**src/rtl/alu_pkg.sv**
```systemverilog
// Shared opcodes and FSM encodings for the sequential ALU.
// Optional iterative MUL/DIV/REM is enabled by ALU_SEQ_MULDIV_EN.
package alu_pkg;

    localparam int OP_W = 4;

    localparam logic [OP_W-1:0] OP_AND = 4'd0;
    localparam logic [OP_W-1:0] OP_OR  = 4'd1;
    localparam logic [OP_W-1:0] OP_ADD = 4'd2;
    localparam logic [OP_W-1:0] OP_XOR = 4'd3;
    localparam logic [OP_W-1:0] OP_NOR = 4'd4;
    localparam logic [OP_W-1:0] OP_SRL = 4'd5;
    localparam logic [OP_W-1:0] OP_SUB = 4'd6;
    localparam logic [OP_W-1:0] OP_SLT = 4'd7;
    localparam logic [OP_W-1:0] OP_MUL = 4'd8;
    localparam logic [OP_W-1:0] OP_DIV = 4'd9;
    localparam logic [OP_W-1:0] OP_REM = 4'd10;

    typedef enum logic [1:0] {
        ST_IDLE = 2'd0,
        ST_ITER = 2'd1,
        ST_DONE = 2'd2
    } state_t;

endpackage

```
**src/rtl/alu_muldiv_iter.sv**
```systemverilog
// One-bit-per-cycle unsigned multiplier / restoring divider.
// Used by alu_seq_muldiv only when ALU_SEQ_MULDIV_EN is defined.
module alu_muldiv_iter
    import alu_pkg::*;
#(
    parameter int W = 32
) (
    input  logic            clk,
    input  logic            rst_n,
    input  logic            start,
    input  logic [OP_W-1:0] op,
    input  logic [W-1:0]    a,
    input  logic [W-1:0]    b,
    output logic            last,
    output logic [W-1:0]    result
);

    localparam int CW = $clog2(W);

    // acc: product (MUL) or partial remainder (DIV/REM)
    // opa: shifting multiplicand, or dividend turning into quotient
    // opb: shifting multiplier, or the fixed divisor
    logic          busy;
    logic          is_div;
    logic          is_rem;
    logic [CW-1:0] cnt;
    logic [W-1:0]  acc;
    logic [W-1:0]  opa;
    logic [W-1:0]  opb;

    logic [W:0]    trial;
    logic [W:0]    diff;
    logic          ge;
    logic [W-1:0]  acc_nx;
    logic [W-1:0]  opa_nx;
    logic [W-1:0]  opb_nx;

    // One iteration step of whichever algorithm is running
    always_comb begin
        trial = {acc, opa[W-1]};
        diff  = trial - {1'b0, opb};
        ge    = trial >= {1'b0, opb};
        if (is_div) begin
            acc_nx = ge ? diff[W-1:0] : trial[W-1:0];
            opa_nx = {opa[W-2:0], ge};
            opb_nx = opb;
        end else begin
            acc_nx = acc + (opb[0] ? opa : '0);
            opa_nx = opa << 1;
            opb_nx = opb >> 1;
        end
    end

    // Load operands on start, then step W times
    always_ff @(posedge clk or negedge rst_n) begin
        if (!rst_n) begin
            busy   <= 1'b0;
            is_div <= 1'b0;
            is_rem <= 1'b0;
            cnt    <= '0;
            acc    <= '0;
            opa    <= '0;
            opb    <= '0;
        end else if (start) begin
            busy   <= 1'b1;
            is_div <= (op != OP_MUL);
            is_rem <= (op == OP_REM);
            cnt    <= '0;
            acc    <= '0;
            opa    <= a;
            opb    <= b;
        end else if (busy) begin
            acc <= acc_nx;
            opa <= opa_nx;
            opb <= opb_nx;
            cnt <= cnt + 1'b1;
            if (last) begin
                busy <= 1'b0;
            end
        end
    end

    // last flags the cycle whose step completes the operation
    assign last   = busy && (cnt == CW'(W - 1));
    assign result = (is_div && !is_rem) ? opa : acc;

endmodule

```
**src/rtl/alu_seq_muldiv.sv**
```systemverilog
// Registered, handshaked ALU with optional iterative MUL/DIV/REM.
// Define ALU_SEQ_MULDIV_EN to build the iterative datapath.
module alu_seq_muldiv
    import alu_pkg::*;
#(
    parameter int W   = 32,
    parameter int SHW = 5
) (
    input  logic            clk,
    input  logic            rst_n,
    input  logic            in_valid,
    output logic            in_ready,
    input  logic [W-1:0]    A,
    input  logic [W-1:0]    B,
    input  logic [OP_W-1:0] ALU_operation,
    output logic            out_valid,
    input  logic            out_ready,
    output logic [W-1:0]    res,
    output logic            zero,
    output logic            overflow,
    output logic            div0
);

    logic [W-1:0] sum;
    logic [W-1:0] dif;
    logic [W-1:0] sc_res;
    logic         sc_ovf;
    logic         sc_div0;
    logic         sc_legal;
    logic         go_iter;
    logic         idle;
    logic         accept;
    logic         load_iter;
    logic [W-1:0] it_res;

    // Single-cycle results and the decision to start an iteration
    always_comb begin
        sum      = A + B;
        dif      = A - B;
        sc_res   = '0;
        sc_ovf   = 1'b0;
        sc_div0  = 1'b0;
        sc_legal = 1'b1;
        go_iter  = 1'b0;
        unique case (ALU_operation)
            OP_AND: sc_res = A & B;
            OP_OR:  sc_res = A | B;
            OP_ADD: begin
                sc_res = sum;
                sc_ovf = (A[W-1] == B[W-1]) && (sum[W-1] != A[W-1]);
            end
            OP_XOR: sc_res = A ^ B;
            OP_NOR: sc_res = ~(A | B);
            OP_SRL: sc_res = A >> B[SHW-1:0];
            OP_SUB: begin
                sc_res = dif;
                sc_ovf = (A[W-1] != B[W-1]) && (dif[W-1] != A[W-1]);
            end
            OP_SLT: sc_res = {{(W-1){1'b0}}, $signed(A) < $signed(B)};
`ifdef ALU_SEQ_MULDIV_EN
            OP_MUL: go_iter = 1'b1;
            OP_DIV: begin
                if (B == '0) begin
                    sc_res  = '1;
                    sc_div0 = 1'b1;
                end else begin
                    go_iter = 1'b1;
                end
            end
            OP_REM: begin
                if (B == '0) begin
                    sc_res  = A;
                    sc_div0 = 1'b1;
                end else begin
                    go_iter = 1'b1;
                end
            end
`endif
            default: sc_legal = 1'b0;
        endcase
    end

    assign in_ready = idle && (!out_valid || out_ready);
    assign accept   = in_valid && in_ready;

`ifdef ALU_SEQ_MULDIV_EN
    state_t state;
    state_t state_nx;
    logic   it_start;
    logic   it_last;

    // State register
    always_ff @(posedge clk or negedge rst_n) begin
        if (!rst_n) begin
            state <= ST_IDLE;
        end else begin
            state <= state_nx;
        end
    end

    // Next-state: IDLE -> ITER -> DONE -> IDLE for iterative ops
    always_comb begin
        state_nx = state;
        unique case (state)
            ST_IDLE: if (accept && go_iter) state_nx = ST_ITER;
            ST_ITER: if (it_last) state_nx = ST_DONE;
            ST_DONE: state_nx = ST_IDLE;
            default: state_nx = ST_IDLE;
        endcase
    end

    // FSM outputs
    always_comb begin
        idle      = (state == ST_IDLE);
        it_start  = accept && go_iter;
        load_iter = (state == ST_DONE);
    end

    alu_muldiv_iter #(
        .W(W)
    ) u_iter (
        .clk    (clk),
        .rst_n  (rst_n),
        .start  (it_start),
        .op     (ALU_operation),
        .a      (A),
        .b      (B),
        .last   (it_last),
        .result (it_res)
    );
`else
    assign idle      = 1'b1;
    assign load_iter = 1'b0;
    assign it_res    = '0;
`endif

    // Output register: load on single-cycle accept or iteration end
    always_ff @(posedge clk or negedge rst_n) begin
        if (!rst_n) begin
            out_valid <= 1'b0;
            res       <= '0;
            zero      <= 1'b0;
            overflow  <= 1'b0;
            div0      <= 1'b0;
        end else if (accept && !go_iter) begin
            out_valid <= 1'b1;
            res       <= sc_res;
            zero      <= sc_legal && (sc_res == '0);
            overflow  <= sc_ovf;
            div0      <= sc_div0;
        end else if (load_iter) begin
            out_valid <= 1'b1;
            res       <= it_res;
            zero      <= (it_res == '0);
            overflow  <= 1'b0;
            div0      <= 1'b0;
        end else if (out_ready) begin
            out_valid <= 1'b0;
        end
    end

endmodule
```
**config.mk**
```make
export PLATFORM = sky130hd
export DESIGN_NAME = alu_seq_muldiv
export DESIGN_NICKNAME = d
export VERILOG_FILES = /design/src/rtl/alu_pkg.sv /design/src/rtl/alu_muldiv_iter.sv /design/src/rtl/alu_seq_muldiv.sv
export SDC_FILE = /design/constraint.sdc
export NUM_CORES = 1
export LEC_CHECK = 0
export ABC_AREA = 1
export CAP_MARGIN = 25
export CORE_ASPECT_RATIO = 0.9
export CORE_MARGIN = 2
export CORE_UTILIZATION = 35
export CTS_BUF_LIST = sky130_fd_sc_hd__clkbuf_16
export DETAILED_ROUTE_END_ITERATION = 8
export PLACE_DENSITY_LB_ADDON = 0.08
export SETUP_SLACK_MARGIN = 0.5
export SLEW_MARGIN = 40
export SYNTH_ARGS = -nofsm -noshare
export SYNTH_HDL_FRONTEND = slang
export SYNTH_SLANG_ARGS = --single-unit
```
**constraint.sdc**
```tcl
create_clock -name clk -period 3.85 [get_ports clk]
set_input_delay 0.9625 -clock clk [delete_from_list [all_inputs] [get_ports clk]]
set_output_delay 0.9625 -clock clk [all_outputs]
set_load 0.01 [all_outputs]
```
run_1/gates.png
The bar under the picture is 50 um long.
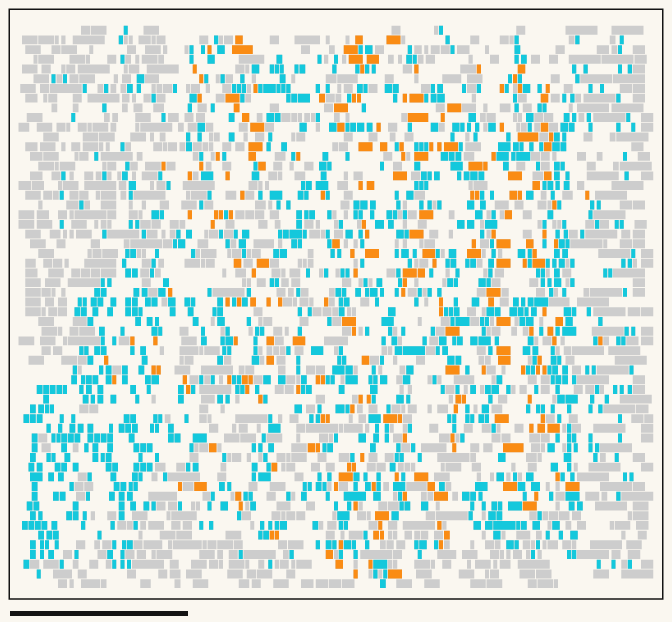
[cyan] nand cells | cells: 956 | where: spread over the die
[orange] nor cells | cells: 219

run_1/congestion_map.png
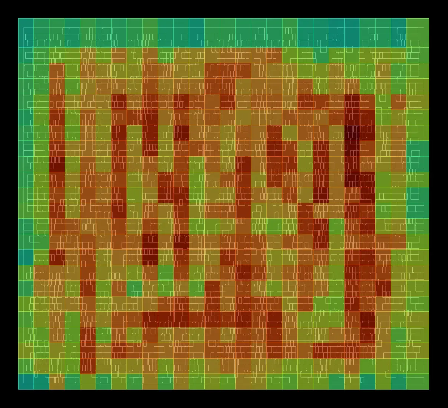
busiest metal layer after global routing: met2
end-of-flow core utilization: 0.534
routed wirelength normalized by instance count: 20.7 um
met2 Use GR: 0.536

run_1/clock_wires.png
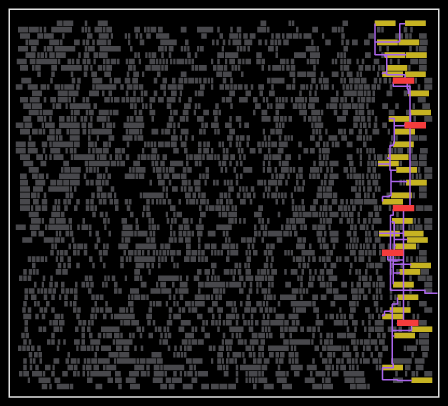
[purple] clock wires | length: 474 um
[yellow] flip-flops | count: 35
[red] clock-net drivers | count: 5
routed clock nets: 6
flops lie: a vertical strip on the right
clk_lat worst skew: 280 ps
total clock network power: 0.370 mW

==> qor.yml, run 1 <==
floorplan:
  n_taps: 360
  initial_core_util: 0.358
placed_design:
  placedCellCount: 2569
sta:
  final_critical_path_time_including_i_o_delays_and_setup_ps: 3270
  final_worst_path_setup_slack_ps: 577
  worst_hold_slack_ps: 477
  drv_slew: 0
  worst_slew_margin: 0.662
worst_setup_path:
  required_worst_endpoint_ps: 4070
  cp.arrival_ps: 3490
  setup.worst_path.start_class: "input pin"
  setup.worst_path.class: "in -> reg"
  worstPathBufferInverterCount: 3
  cpPeakStageDelay_ps: 520
  critical_path.max_fanout: 3
synthesis:
  netlist_top_cells_count: "sky130_fd_sc_hd__nand2_1, sky130_fd_sc_hd__nand3_1, sky130_fd_sc_hd__inv_1, sky130_fd_sc_hd__nor2_1, sky130_fd_sc_hd__ha_1"
  yosys.cell_count.top_type: "sky130_fd_sc_hd__nand2_1"
  synth-edff-count: 0
  synth.yosys.chip_area_um2: 10100
  synth-adder-area-share: 0.125
  synth_stat.cells: 1909
  synth_flops: 35
  dominant_register_cell_in_the_synthesized_netlist: "sky130_fd_sc_hd__dfrtp_1"
  yosysUniqueCellTypes: 43
  synth.area.top_cells: "sky130_fd_sc_hd__nand2_1, sky130_fd_sc_hd__nand3_1, sky130_fd_sc_hd__ha_1"
grt:
  antenna_found_initial: 0
  grt_first_pass_wirelength_um: 77900
  grt_max_degree: 46
  use_met3: 0.0816
finish:
  area_share_clock_buf_inv: 0.00892
  design.final.nets: 2427
  seq-cell-share: 0.0584
  n_sequential_cell: 35
  final.signal_buffer_count: 413
  diode_count: 0
  multi_input_comb_area_um2: 8810
  layout.nonclk_buf_frac: 0.237
power:
  combinationalPower_mw: 2.20
  power.share.switching: 0.481
  pwr-share-comb: 0.729
  vdd_drop_max_uv: 183
  powerDensity_nw_per_um2: 201
  leakagePower_nw: 8.13
  seqPwrFrac: 0.148
clock_tree:
  cts_hold_repair.buffers: 0
  cts.clk_slew.worst_paths_ps: 50
  clock_sink_count: 35
hold_path:
  timing.hold.worst.class: "reg -> reg"
outcome:
  status: "complete, no violations"
drt:
  drt_first_pass_iters: 5
[run 1: routing by layer]
layer,vias to the layer above,wire [um]
li1,6759,-
met1,6374,24000
met2,709,22400
met3,83,6020
met4,0,1590
met5,-,0
[run 1: worst paths after layout]
check | from | end | depth (start not counted)
setup / recovery | B[29] | zero | 20
min in group asynchronous | rst_n | res[1] | 2
max in group asynchronous | rst_n | res[31] | 2
hold / removal | res[30] | res[30] | 2
setup reg to reg | out_valid | zero | 10
hold reg to reg | res[30] | res[30] | 2
[run 1: sequential cells by signal, indices dropped and copies added, names as in the netlist]
name and cells:
zero 1, res 32, overflow 1, out_valid 1
[run 1: cells in the final DEF (no fill, tap or decap), types with 35 or more instances in the layout]
cell | Yosys | routed
sky130_fd_sc_hd__a21oi_1 | 69 | 51
sky130_fd_sc_hd__buf_4 | 19 | 293
sky130_fd_sc_hd__clkdlybuf4s50_1 | 0 | 54
sky130_fd_sc_hd__dfrtp_1 | 35 | 35
sky130_fd_sc_hd__dlymetal6s2s_1 | 0 | 46
sky130_fd_sc_hd__ha_1 | 97 | 62
sky130_fd_sc_hd__inv_1 | 287 | 230
sky130_fd_sc_hd__inv_2 | 20 | 72
sky130_fd_sc_hd__nand2_1 | 630 | 555
sky130_fd_sc_hd__nand2_2 | 7 | 76
sky130_fd_sc_hd__nand3_1 | 288 | 264
sky130_fd_sc_hd__nor2_1 | 181 | 128
sky130_fd_sc_hd__nor2_4 | 2 | 38
sky130_fd_sc_hd__o21ai_0 | 63 | 45
[run 1: per-stage QoR]
step	utilization	total power, mW	area [um^2]
3_5_place_dp	0.467	2.29	13100
3_3_place_gp	0.467	2.30	13100
5_1_grt	0.534	3.20	15000
2_1_floorplan	-	1.40	10100
6_report	0.534	3.01	15000
4_1_cts	0.497	2.80	14000
--- run 2 (diff from run 1) ---
ABC_AREA = default   (was 1)
run_2/util_map.png
The die is cut into 17 by 15 equal tiles; dark blue is low, red is high, 0 to 100% covered.
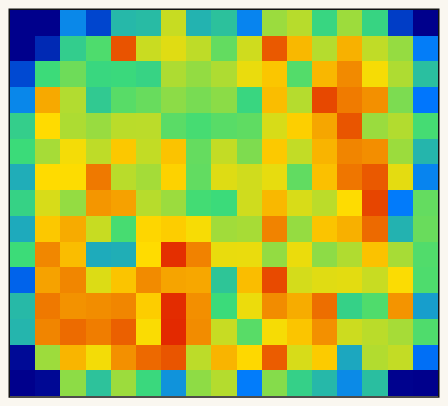
emptiest ninth of the die: north-west
fullest tile: 95%
nearly empty tiles: 3.1%
tiles over 75% full: 31%
mean over tiles: 62%

run_2/layers.png
The bar under the picture is 50 um long.
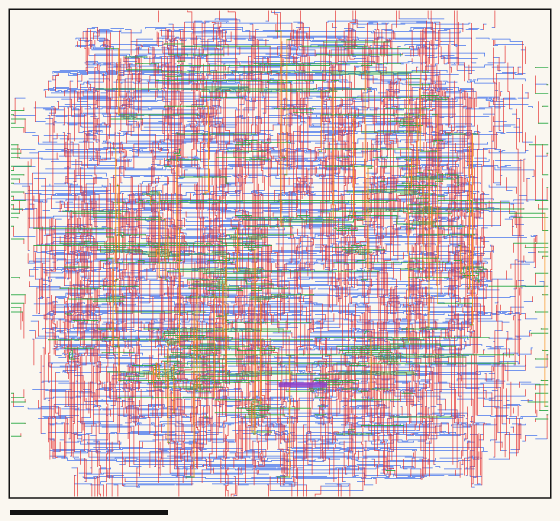
[blue] M1 | wire length: 21.6 mm
[green] M3 | wire length: 4280 um
[purple] M5 | wire length: 13.8 um
[orange] M4 | wire length: 1440 um
[red] M2 | wire length: 20.8 mm

run_2/clock_wires.png
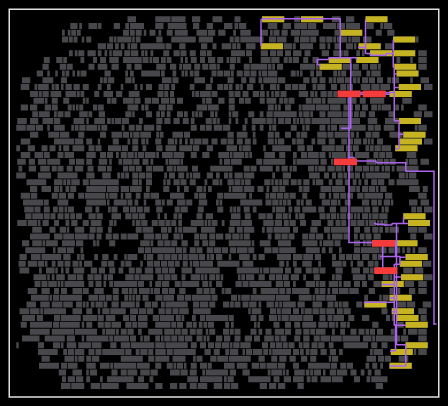
[purple] clock wires | length: 592 um
[yellow] flip-flops | count: 35
[red] clock-net drivers | count: 5
flops lie: a vertical strip on the right
routed clock nets: 6
power share of the clock group: 0.129
total clock network power: 0.467 mW

==> run 2 against run 1 <==
  * Critical path type unchanged
  * Critical path depth shrank 2
  * The flow now finishes with violations (setup timing)
  * Highest routed layer is now met5
  * Largest cell class unchanged
  * Core utilization is 14 points higher
  * Final cell count is 14% lower
  * Design area increased by 13%
==> qor.yml, run 2 <==
worst_setup_path:
  critical_path.max_fanout: 5  # +2
  timing.rr.start: "out_valid"
  cp.arrival_ps: 4620  # +1130 ps
  setup.worst_path.start_class: "input pin"
  crit-reg2reg-capture: "zero"
  setup.worst_path.end: "zero"
  cpPeakStageDelay_ps: 450  # -70 ps
hold_path:
  timing.hold.worst.class: "reg -> reg"
  timing.hold.worst_path_depth: 2  # unchanged
grt:
  grt_use_met2: 0.526  # -0.00966
  grt.busiest_layer: "met2"
clock_tree:
  cts_hold_repair.buffers: 0  # unchanged
  clock_sink_count: 35  # unchanged
synthesis:
  synth.yosys.chip_area_um2: 8820  # -12%
  synth-edff-count: 0  # unchanged
  dominant_register_cell_in_the_synthesized_netlist: "sky130_fd_sc_hd__dfrtp_1"
  yosysUniqueCellTypes: 82  # +91%
  yosys.cell_count.top_type: "sky130_fd_sc_hd__nand2_1"
outcome:
  failing_checks: "setup timing"
  status: "finished with violations"
finish:
  largest_reg_flops: 32  # unchanged
  mostFrequentLayoutCell: "sky130_fd_sc_hd__buf_4"
  design.final.nets: 2085  # -14%
  registers.top_by_ff_count: "res"
  area_of_all_placed_cells_without_fillers_um2: 16900  # +13%
power:
  leakagePower_nw: 7.72  # -5.0%
  vdd_drop_max_uv: 173  # -5.6%
  power.share.switching: 0.413  # -0.0684
  powerDensity_nw_per_um2: 215  # +7.0%
  pwr-share-comb: 0.743  # +0.014
sta:
  finalSetupViolations: 14
  final_worst_path_setup_slack_ps: -591  # -1170 ps
drt:
  drt_first_pass_iters: 5  # unchanged
-- run 2: netlist changes by cell type in the layout (fill, tap and decap cells not counted), moves of 19 or more --
| cell | change |
|---|---|
| sky130_fd_sc_hd__inv_1 | -154 |
| sky130_fd_sc_hd__buf_4 | +259 |
| sky130_fd_sc_hd__dlygate4sd2_1 | +24 |
| sky130_fd_sc_hd__nand2_1 | -432 |
| sky130_fd_sc_hd__a21oi_1 | +40 |
| sky130_fd_sc_hd__mux2i_1 | +24 |
| sky130_fd_sc_hd__inv_2 | -54 |
| sky130_fd_sc_hd__mux2_2 | +19 |
| sky130_fd_sc_hd__nand2_2 | -68 |
| sky130_fd_sc_hd__buf_6 | +60 |
| sky130_fd_sc_hd__nor2_1 | -30 |
| sky130_fd_sc_hd__nor2_4 | -33 |
| sky130_fd_sc_hd__nand3_1 | -240 |
| sky130_fd_sc_hd__dlymetal6s2s_1 | -45 |
-- run 2: cell families after synthesis --
family,Yosys count,synth area share
compound gates,439,0.332
simple gates,418,0.221
buf+inv,186,0.0852
fa+ha+maj,99,0.142
mux,74,0.110
flops,35,0.0993
xor+xnor,10,0.00993
other cells,1,0.000425
-- run 2: what timing repair did --
action,CTS,global route
buffers inserted,83,26
endpoints found under the setup margin,29,26
gates cloned,1,0
pin swaps,109,78
hold endpoints to repair,0,0
gates resized,401,114
-- run 2: metal layers --
metal,part of all wire,vias up
li1,-,5986
met2,0.43,676
met5,0.00027,-
met1,0.45,6115
met4,0.030,2
met3,0.089,114
-- run 2: cell type report --
type / instances / area (um^2) / area share
multi-input combinational: 1041 / 8950 / 0.529
timing repair buffer: 730 / 6080 / 0.359
sequential: 35 / 876 / 0.0517
inverter: 101 / 428 / 0.0253
tap: 342 / 428 / 0.0253
clock buffer: 5 / 125 / 0.00739
clock inverter: 3 / 43.8 / 0.00259
No activity file was given, so power comes from the tool's default toggle rates.
